$ cat config.mk
export PLATFORM = sky130hd
export DESIGN_NAME = irq_service_responder
export DESIGN_NICKNAME = d
export VERILOG_FILES = /design/src/rtl/irq_service_responder.sv
export SDC_FILE = /design/constraint.sdc
export NUM_CORES = 1
export LEC_CHECK = 0
export ABC_AREA = 1
export CORE_MARGIN = 10
export CORE_UTILIZATION = 50
export DETAILED_ROUTE_END_ITERATION = 6
export HOLD_SLACK_MARGIN = 0.02
export PLACE_DENSITY = 0.79
export SYNTH_ARGS = -nofsm -noshare
export SYNTH_HDL_FRONTEND = slang
export SYNTH_SLANG_ARGS = --single-unit
$ cat constraint.sdc
create_clock -name clk -period 2.8 [get_ports clk]
set_clock_uncertainty 0.2 [all_clocks]
set_input_delay 0.56 -clock clk [delete_from_list [all_inputs] [get_ports clk]]
set_output_delay 0.56 -clock clk [all_outputs]
set_load 0.01 [all_outputs]
$ cat src/rtl/irq_service_responder.sv
// rtl/irq_service_responder.sv - CPU-side request/ack responder for the 27-channel interrupt controller
// Optional ack timeout enabled by defining IRQ_SERVICE_TIMEOUT_EN.
module irq_service_responder #(
    parameter int HOLD_CYCLES    = 4,
    parameter int TIMEOUT_CYCLES = 255
) (
    input  logic        clk,
    input  logic        rst_n,
    input  logic        pa,
    input  logic        pb,
    input  logic        pc,
    input  logic [3:0]  chan,
    input  logic        cpu_ack,
    input  logic        err_clr,
    output logic        irq_req,
    output logic [5:0]  irq_vec,
    output logic [26:0] clr_onehot,
    output logic        busy,
    output logic        err_chan,
    output logic        timeout_flag,
    output logic [7:0]  service_cnt
);

    typedef enum logic [1:0] {
        S_IDLE = 2'd0,
        S_REQ  = 2'd1,
        S_CLR  = 2'd2,
        S_HOLD = 2'd3
    } state_t;

    localparam logic [7:0] HOLD_LOAD = 8'(HOLD_CYCLES - 1);

    if (HOLD_CYCLES < 1 || HOLD_CYCLES > 255) begin : g_bad_hold
        $error("HOLD_CYCLES out of range 1..255");
    end
    if (TIMEOUT_CYCLES < 1 || TIMEOUT_CYCLES > 255) begin : g_bad_timeout
        $error("TIMEOUT_CYCLES out of range 1..255");
    end

    state_t      state_q;
    logic        irq_req_q;
    logic [5:0]  irq_vec_q;
    logic [26:0] clr_q;
    logic        busy_q;
    logic        err_chan_q;
    logic [7:0]  svc_cnt_q;
    logic [7:0]  hold_cnt_q;

    logic        any_bus;
    logic        chan_ok;
    logic [1:0]  win_bus;
    logic [4:0]  clr_idx;
    logic [26:0] clr_mask;
    logic [7:0]  svc_cnt_inc;
    logic        err_set;
    logic        tmo_expire;

    always_comb begin
        any_bus     = pa | pb | pc;
        chan_ok     = (chan <= 4'd8);
        win_bus     = pa ? 2'd0 : (pb ? 2'd1 : 2'd2);
        // Clear index comes from the latched vector, never from live inputs.
        clr_idx     = 5'(irq_vec_q[5:4]) * 5'd9 + {1'b0, irq_vec_q[3:0]};
        clr_mask    = 27'd1 << clr_idx;
        svc_cnt_inc = (svc_cnt_q == 8'hff) ? svc_cnt_q : svc_cnt_q + 8'd1;
        err_set     = (state_q == S_IDLE) && any_bus && !chan_ok;
    end

    always_ff @(posedge clk or negedge rst_n) begin
        if (!rst_n) begin
            state_q    <= S_IDLE;
            irq_req_q  <= 1'b0;
            irq_vec_q  <= '0;
            clr_q      <= '0;
            busy_q     <= 1'b0;
            err_chan_q <= 1'b0;
            svc_cnt_q  <= '0;
            hold_cnt_q <= '0;
        end else begin
            clr_q      <= '0;
            err_chan_q <= err_set | (err_chan_q & ~err_clr);
            case (state_q)
                S_IDLE: begin
                    if (any_bus && chan_ok) begin
                        state_q   <= S_REQ;
                        irq_req_q <= 1'b1;
                        irq_vec_q <= {win_bus, chan};
                        busy_q    <= 1'b1;
                    end
                end
                S_REQ: begin
                    // Ack wins over a timeout expiring on the same edge.
                    if (cpu_ack) begin
                        state_q   <= S_CLR;
                        irq_req_q <= 1'b0;
                        clr_q     <= clr_mask;
                        svc_cnt_q <= svc_cnt_inc;
                    end else if (tmo_expire) begin
                        state_q    <= S_HOLD;
                        irq_req_q  <= 1'b0;
                        hold_cnt_q <= HOLD_LOAD;
                    end
                end
                S_CLR: begin
                    state_q    <= S_HOLD;
                    hold_cnt_q <= HOLD_LOAD;
                end
                S_HOLD: begin
                    if (hold_cnt_q == 8'd0) begin
                        state_q <= S_IDLE;
                        busy_q  <= 1'b0;
                    end else begin
                        hold_cnt_q <= hold_cnt_q - 8'd1;
                    end
                end
                default: begin
                    state_q   <= S_IDLE;
                    irq_req_q <= 1'b0;
                    busy_q    <= 1'b0;
                end
            endcase
        end
    end

`ifdef IRQ_SERVICE_TIMEOUT_EN
    localparam logic [7:0] TMO_LAST = 8'(TIMEOUT_CYCLES - 1);

    logic [7:0] tmo_cnt_q;
    logic       timeout_flag_q;

    assign tmo_expire = (state_q == S_REQ) && (tmo_cnt_q == TMO_LAST);

    always_ff @(posedge clk or negedge rst_n) begin
        if (!rst_n) begin
            tmo_cnt_q      <= '0;
            timeout_flag_q <= 1'b0;
        end else begin
            if (state_q != S_REQ) begin
                tmo_cnt_q <= '0;
            end else if (!cpu_ack) begin
                tmo_cnt_q <= tmo_cnt_q + 8'd1;
            end
            timeout_flag_q <= (tmo_expire & ~cpu_ack) | (timeout_flag_q & ~err_clr);
        end
    end

    assign timeout_flag = timeout_flag_q;
`else
    assign tmo_expire   = 1'b0;
    assign timeout_flag = 1'b0;
`endif

    assign irq_req     = irq_req_q;
    assign irq_vec     = irq_vec_q;
    assign clr_onehot  = clr_q;
    assign busy        = busy_q;
    assign err_chan    = err_chan_q;
    assign service_cnt = svc_cnt_q;

endmodule

Figure 1. Supply network (run 1).
Pins as bars on the die edge.
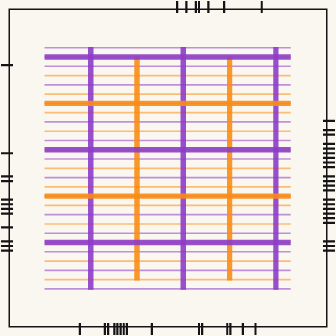
Key: VSS = purple; VDD = orange
27 met1 rails follow the rows. 5 straps on met4. 5 straps on met5.
maximum resistive drop on vdd: 0.000480 V
die width: 92.7 um
height of the chip: 92.7 um
placeable core area: 5110 sq um

Figure 2. Cells coloured by class (run 1).
The bar under the picture is 20 um long.
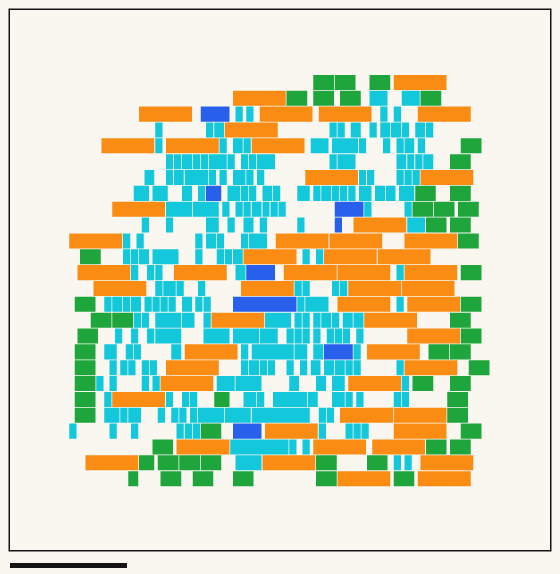
Key: registers = orange [cells 54]; remaining logic cells = cyan [cells 246]; clock drivers and dummy loads = blue [cells 8]; remaining buffers and delay cells = green [cells 56]
final std cell area, no fill: 3370 sq um
final design utilization: 66.0%
sequential share of cell area: 40.1%
number of placement rows: 26

Figure 3. Clock wires, drivers and flops (run 1).
The bar under the picture is 20 um long.
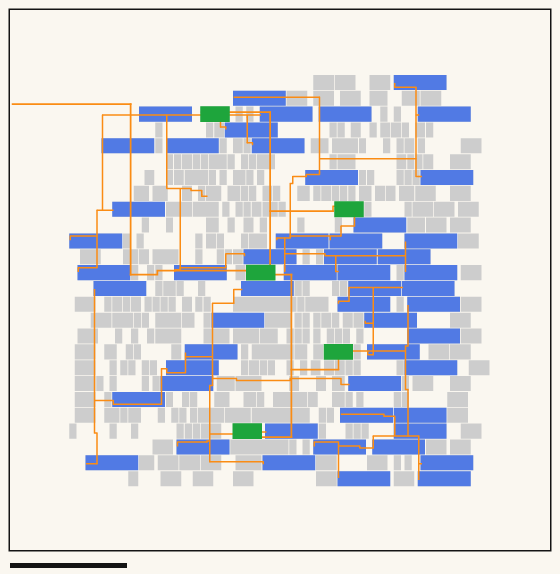
Key: clock-net drivers = green [count 5]; flip-flops = blue [count 54]; clock wires = orange [length 700 um]
There are 6 routed clock nets.
portion of total power attributed to the clock network: 15.4%
power in the clock group: 532 uW
Late-Pin Clk Latency: 0.32 ns

==> qor.tcl, run 1 <==
set qor(grt_pass1_wl_mm) 9.65
set qor(synth.most_common_cell) {nand2_1}
set qor(htreeDepth) 2
set qor(worst_setup_path_end_kind) {register}
set qor(yosys.area_share.adder_pct) 6.92
set qor(maxSlewViolCount) 0
set qor(r2r.worst_path.cells) 8
set qor(worstSetupStartpoint) {irq_vec[1]}
set qor(synth-edff-count) 0
set qor(dr.first_iter.drc_count) 52
set qor(top_power_group) {combinational logic}
set qor(comb_cell_power_mw) 1.78
set qor(post_cts_buffers) 0
set qor(cts_root_buffer) {clkbuf_8}
set qor(grt_setup_unrepaired) {no}
set qor(met2_usage_pct) 22.5
set qor(maximum_number_of_pins_on_one_net_before_global_route_repair) 55
set qor(postPlaceCellArea_sq_um) 3260
set qor(netlist.area_leader.share_pct) 51.2
set qor(ys_seq_elements) 54
set qor(dp.cells) 426
set qor(async_flop_share_pct) 100
set qor(topCellsByArea) {dfrtp_1, nand2_1, ha_1, nor2_1, inv_1}
set qor(grt.overflow.total) 0
set qor(antenna_found_initial) 0
set qor(dp_slack_ns) 0.401
set qor(netlist_instances) 302
set qor(worst_pin_slew_ns) 0.666
set qor(globalRouteTotalUtil_pct) 13.6
set qor(fmax_mhz) 408
set qor(cp_num_cells) 8
set qor(run_status) {finished clean}
set qor(cts_resized) 0
set qor(die_area_sq_um) 8590
set qor(leading_cell_types_by_count_after_synthesis) {nand2_1, dfrtp_1, nor2_1}
set qor(post_drt_via_cell_ratio) 4.79
set qor(clk_pin_slew_worst_paths_ns) 0.10
set qor(worstReg2RegEnd) {clr_onehot[26]}
set qor(global_route_track_usage_on_met1_pct) 15.7
set qor(hold_viol_final) 0
set qor(critical_path.max_fanout) 6
set qor(seq_power_mw) 1.14
set qor(xor_share_pct) 5.69
set qor(vias) 2077
set qor(gate_power_share_pct) 51.6
set qor(first_pass_iters) 4
set qor(syn_area_per_cell_sq_um) 8.74
set qor(area_fraction_in_and_or_nand_and_nor_cells_after_synthesis_pct) 26.4
set qor(clock_sink_count) 54
set qor(drive_above_1_share_pct) 5.22
set qor(crit-reg2reg-launch) {irq_vec[1]}
set qor(synth.yosys.seq_area_share_pct) 51.2
set qor(compound_area_share_pct) 3.13
-- run 1: cell type report --
| type | count | area share, % |
|---|---|---|
| flip-flops and latches | 54 | 40.1 |
| multi-input cells | 204 | 33.1 |
| inverters | 42 | 4.67 |
| clock buffers | 6 | 2.15 |
| clock inverters | 2 | 1.11 |
| repair buffers | 56 | 16.3 |
| well taps | 70 | 2.60 |
-- run 1: cell families (layout without fill, tap and decap cells) --
logic type / Yosys count / count (layout)
and+or+nand+nor: 163 / 163
xor gates and xnor gates: 12 / 12
adders and majority gates: 14 / 14
buffers and inverters: 44 / 106
AOI/OAI and AO/OA: 14 / 14
DFF: 54 / 54
other: 1 / 1
-- run 1: layer usage --
layer  up-vias  wire length, um
met3        10              358
met1       964             2520
met4         0              106
met5         -                0
li1       1060                -
met2        43             2680
==> inputs of run 2 (changes only) <==
--- a/config.mk
+++ b/config.mk
@@ -8,6 +8,7 @@
 export ABC_AREA = 1
 export CORE_MARGIN = 10
 export CORE_UTILIZATION = 50
+export CTS_CLUSTER_SIZE = 25
 export DETAILED_ROUTE_END_ITERATION = 6
 export HOLD_SLACK_MARGIN = 0.02
 export PLACE_DENSITY = 0.79
Figure 4. Clock nets (run 2).
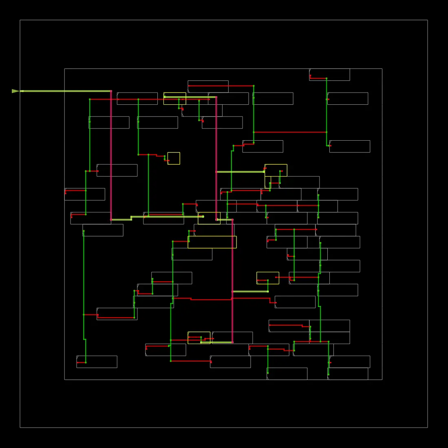
CTS buffer count: 5
Clock Sinks: 54
number of flip-flops and latches: 54

Figure 5. Supply network (run 2).
Pins as bars on the die edge.
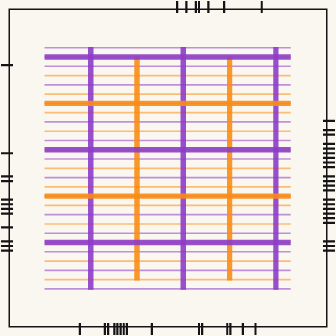
Key: VDD = orange; VSS = purple
The core has 26 rows. 5 straps on met4. 56 signal pins sit on the boundary. 5 straps on met5.

==> run 2 against run 1 <==
  * First-iteration DRC count is the same
  * Sequential power hardly changed
  * Final cell count did not move
  * Utilization did not move
  * Critical endpoint unchanged
  * Final area unchanged
  * Worst setup slack did not move
  * Fmax stayed put
  * Critical path depth unchanged
  * Area after synthesis unchanged
  * Non-clock buffer count unchanged
==> qor.tcl, run 2 <==
set qor(leading_cell_types_by_count_after_synthesis) {nand2_1, dfrtp_1, nor2_1}
set qor(p_clk_share_pct) 15.4 ;# about the same
set qor(fp.coreArea_sq_um) 5110 ;# unchanged
set qor(grt_setup_unrepaired) {no}
set qor(synth.yosys.seq_area_share_pct) 51.2 ;# unchanged
set qor(grt_pass1_wl_mm) 9.65 ;# unchanged
set qor(dp_slack_ns) 0.401 ;# unchanged
set qor(clock_tree_area_fraction_pct) 3.26 ;# unchanged
set qor(worst_skew_pair.late_latency_ns) 0.32 ;# about the same
set qor(buffers) 56 ;# unchanged
set qor(maxSlewViolCount) 0 ;# unchanged
set qor(synth.most_common_cell) {nand2_1}
set qor(first_pass_iters) 4 ;# unchanged
set qor(cts_root_buffer) {clkbuf_8}
set qor(seq_share_pct) 40.1 ;# unchanged
set qor(design_area_sq_um) 3370 ;# unchanged
set qor(tap_cells) 70 ;# unchanged
set qor(chipHeight_um) 92.7 ;# unchanged
set qor(vias) 2077 ;# unchanged
set qor(antenna_found_initial) 0 ;# unchanged
set qor(worst_setup_path_end_kind) {register}
set qor(async_flop_share_pct) 100 ;# unchanged
set qor(cts_resized) 0 ;# unchanged
set qor(dp.cells) 426 ;# unchanged
set qor(layout.comb_gates.multi_input) 204 ;# unchanged
set qor(die_area_sq_um) 8590 ;# unchanged
set qor(post_cts_buffers) 0 ;# unchanged
set qor(largest_cell_class_by_area) {sequential cells}
set qor(netlist_instances) 302 ;# unchanged
set qor(area_fraction_in_and_or_nand_and_nor_cells_after_synthesis_pct) 26.4 ;# unchanged
set qor(drive_above_1_share_pct) 5.22 ;# unchanged
set qor(globalRouteTotalUtil_pct) 13.6 ;# unchanged
set qor(worstReg2RegEnd) {clr_onehot[26]}
set qor(run_status) {finished clean}
set qor(post_drt_via_cell_ratio) 4.79 ;# unchanged
set qor(r2r.worst_path.cells) 8 ;# unchanged
set qor(dr.first_iter.drc_count) 52 ;# unchanged
set qor(buffering_overhead_pct) 16.3 ;# unchanged
set qor(xor_share_pct) 5.69 ;# unchanged
set qor(cp_num_cells) 8 ;# unchanged
set qor(post-route-util_pct) 66.0 ;# unchanged
set qor(postPlaceCellArea_sq_um) 3260 ;# unchanged
set qor(floorplan.die.width_um) 92.7 ;# unchanged
run 2: per-layer routing:
metal | up-vias | track usage, % | routed length [um] | part of all wire, %
li1 | 1060 | - | - | -
met1 | 964 | 15.7 | 2520 | 44
met2 | 43 | 22.5 | 2680 | 47
met3 | 10 | 4.76 | 358 | 6.3
met4 | 0 | 5.78 | 106 | 1.9
met5 | - | 0 | 0 | 0
run 2: power groups by stage:
stage	Clock [mW]	Sequential, mW	Combinational, mW
finish	0.532	1.14	1.78
floorplan	0	1.20	1.16
CTS	0.543	1.14	1.79
global route	0.572	1.17	2.01
global placement	0	1.15	1.74
detailed placement	0	1.16	1.77
==> inputs of run 3 (changes only) <==
--- a/config.mk
+++ b/config.mk
@@ -6,12 +6,14 @@
 export NUM_CORES = 1
 export LEC_CHECK = 0
 export ABC_AREA = 1
+export CORE_ASPECT_RATIO = 1.4
 export CORE_MARGIN = 10
 export CORE_UTILIZATION = 50
 export CTS_CLUSTER_SIZE = 25
 export DETAILED_ROUTE_END_ITERATION = 6
 export HOLD_SLACK_MARGIN = 0.02
 export PLACE_DENSITY = 0.79
+export SETUP_SLACK_MARGIN = 0.3
 export SYNTH_ARGS = -nofsm -noshare
 export SYNTH_HDL_FRONTEND = slang
 export SYNTH_SLANG_ARGS = --single-unit
==> constraint.sdc (replaced) <==
create_clock -name clk -period 3.1 [get_ports clk]
set_clock_uncertainty 0.2 [all_clocks]
set_input_delay 0.62 -clock clk [delete_from_list [all_inputs] [get_ports clk]]
set_output_delay 0.62 -clock clk [all_outputs]
set_load 0.01 [all_outputs]
Figure 6. Clock nets (run 3).
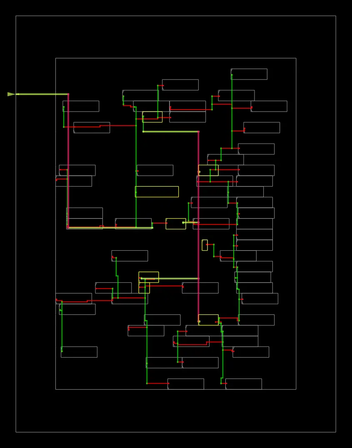
power in the clock group: 464 uW
layout clock buffer count: 6
Late-Pin Clk Latency: 0.30 ns

Figure 7. Supply network (run 3).
Pins as bars on the die edge.
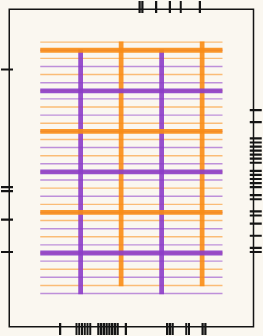
Key: VSS = purple; VDD = orange
4 straps on met4. The core has 31 rows.
height of the chip: 106 um
placeable core area: 5160 sq um
maximum resistive drop on vdd: 0.000561 V
die width: 81.4 um

==> run 3 against run 2 <==
  * First-iteration DRC count grew 140%
  * Non-clock buffer count is the same
  * Area after synthesis is the same
  * Utilization shrank 0.75 points
  * Register-to-register slack gained 0.18 ns
  * Global-route usage shrank 0.11 points
  * Worst setup slack gained 0.18 ns
  * Wire length shrank 3.1%
  * Highest routed layer unchanged
==> qor.tcl, run 3 <==
set qor(run_status) {finished clean}
set qor(p_clk_share_pct) 15.0 ;# -0.4 points
set qor(sequential_cell_total) 54 ;# unchanged
set qor(top_power_group) {combinational logic}
set qor(syn_area_per_cell_sq_um) 8.74
set qor(cts.hold.buffers_added) 0
set qor(post_drt_via_cell_ratio) 4.85 ;# +1.4%
set qor(largest_cell_class_by_area) {sequential cells}
set qor(comb_cell_power_mw) 1.59 ;# -10%
set qor(postPlaceCellArea_sq_um) 3260 ;# -0.15%
set qor(post_cts_buffers) 0 ;# unchanged
set qor(synth-warning-count) 0
set qor(cts_root_buffer) {clkbuf_8}
set qor(async_flop_share_pct) 100 ;# unchanged
set qor(route.top_layer_used) {met4}
set qor(gate_power_share_pct) 51.4
set qor(buffering_overhead_pct) 16.3 ;# +0.024 points
set qor(seq_share_pct) 40.1 ;# +0.060 points
set qor(maxSlewViolCount) 0 ;# unchanged
set qor(seq_power_mw) 1.04 ;# -9%
set qor(wl_met1_mm) 2.02 ;# -20%
set qor(buffers) 56 ;# unchanged
set qor(r2r.worst_path.cells) 8 ;# unchanged
set qor(netlist_instances) 302 ;# unchanged
set qor(wl_met3_um) 308 ;# -14%
set qor(dp_slack_ns) 0.557 ;# +0.156 ns
set qor(detail_route.wirelength_mm) 5.49
set qor(cts_resized) 0 ;# unchanged
set qor(grt.met3_usage_pct) 2.95 ;# -1.8 points
set qor(grt.overflow.total) 0
set qor(clock_tree_area_fraction_pct) 3.27 ;# +0.0049 points
set qor(clock_sink_count) 54 ;# unchanged
set qor(synth.most_common_cell) {nand2_1}
set qor(endpoint) {clr_onehot[26]}
set qor(design_area_sq_um) 3370 ;# -0.15%
set qor(ys.flop_type) {dfrtp_1}
set qor(met2_usage_pct) 24.7 ;# +2.2 points
set qor(leading_cell_types_by_count_after_synthesis) {nand2_1, dfrtp_1, nor2_1}
set qor(syn-cell-area_sq_um) 2640
set qor(grt_setup_unrepaired) {no}
set qor(grt_pass1_wl_mm) 9.45 ;# -2.0%
set qor(post-route-util_pct) 65.3 ;# -0.75 points
set qor(vias) 2087 ;# +0.48%
set qor(power_report.internal_total_mw) 1.75
set qor(dp.cells) 422 ;# -0.94%
set qor(synth.yosys.seq_area_share_pct) 51.2 ;# unchanged
set qor(cp.arrival_ns) 2.60
set qor(globalRouteTotalUtil_pct) 13.5 ;# -0.11 points
set qor(dr.first_iter.drc_count) 123 ;# +140%
set qor(tap_cells) 66 ;# -5.7%
set qor(highest_utilization_routing_layer_at_the_global_route_stage) {met2}
set qor(route.met2.wl_mm) 3.03 ;# +13%
set qor(worstReg2RegEnd) {clr_onehot[26]}
set qor(global_route_track_usage_on_met1_pct) 14.0 ;# -1.7 points
set qor(drive_above_1_share_pct) 5.22 ;# unchanged
set qor(cts_inserted_buffers) 5 ;# unchanged
set qor(layout.comb_gates.multi_input) 204 ;# unchanged
set qor(first_pass_iters) 4 ;# unchanged
set qor(antenna_found_initial) 0 ;# unchanged
set qor(die_area_sq_um) 8630 ;# +0.47%
set qor(worst_setup_path_end_kind) {register}
[run 3: cell counts after synthesis]
Identical to the previous run, type by type.
[run 3: critical path: cells and delay by family, from the launching register on]
family | cells | cell delay [ns]
DFF | 1 | 0.47
adders and majority gates | 3 | 1.13
buffers and inverters | 3 | 0.30
and+or+nand+nor | 2 | 0.40
[run 3: logic make-up (layout without fill, tap and decap cells)]
logic type,count (synthesis),in the layout,share of synthesized area [%]
AND-OR/OR-AND,14,14,3.13
XOR/XNOR,12,12,5.69
adder cells (fa/ha/maj),14,14,6.92
buffers and inverters,44,106,6.54
flip-flops,54,54,51.2
other,1,1,0.142
AND/OR/NAND/NOR,163,163,26.4
No activity file was given, so power comes from the tool's default toggle rates.
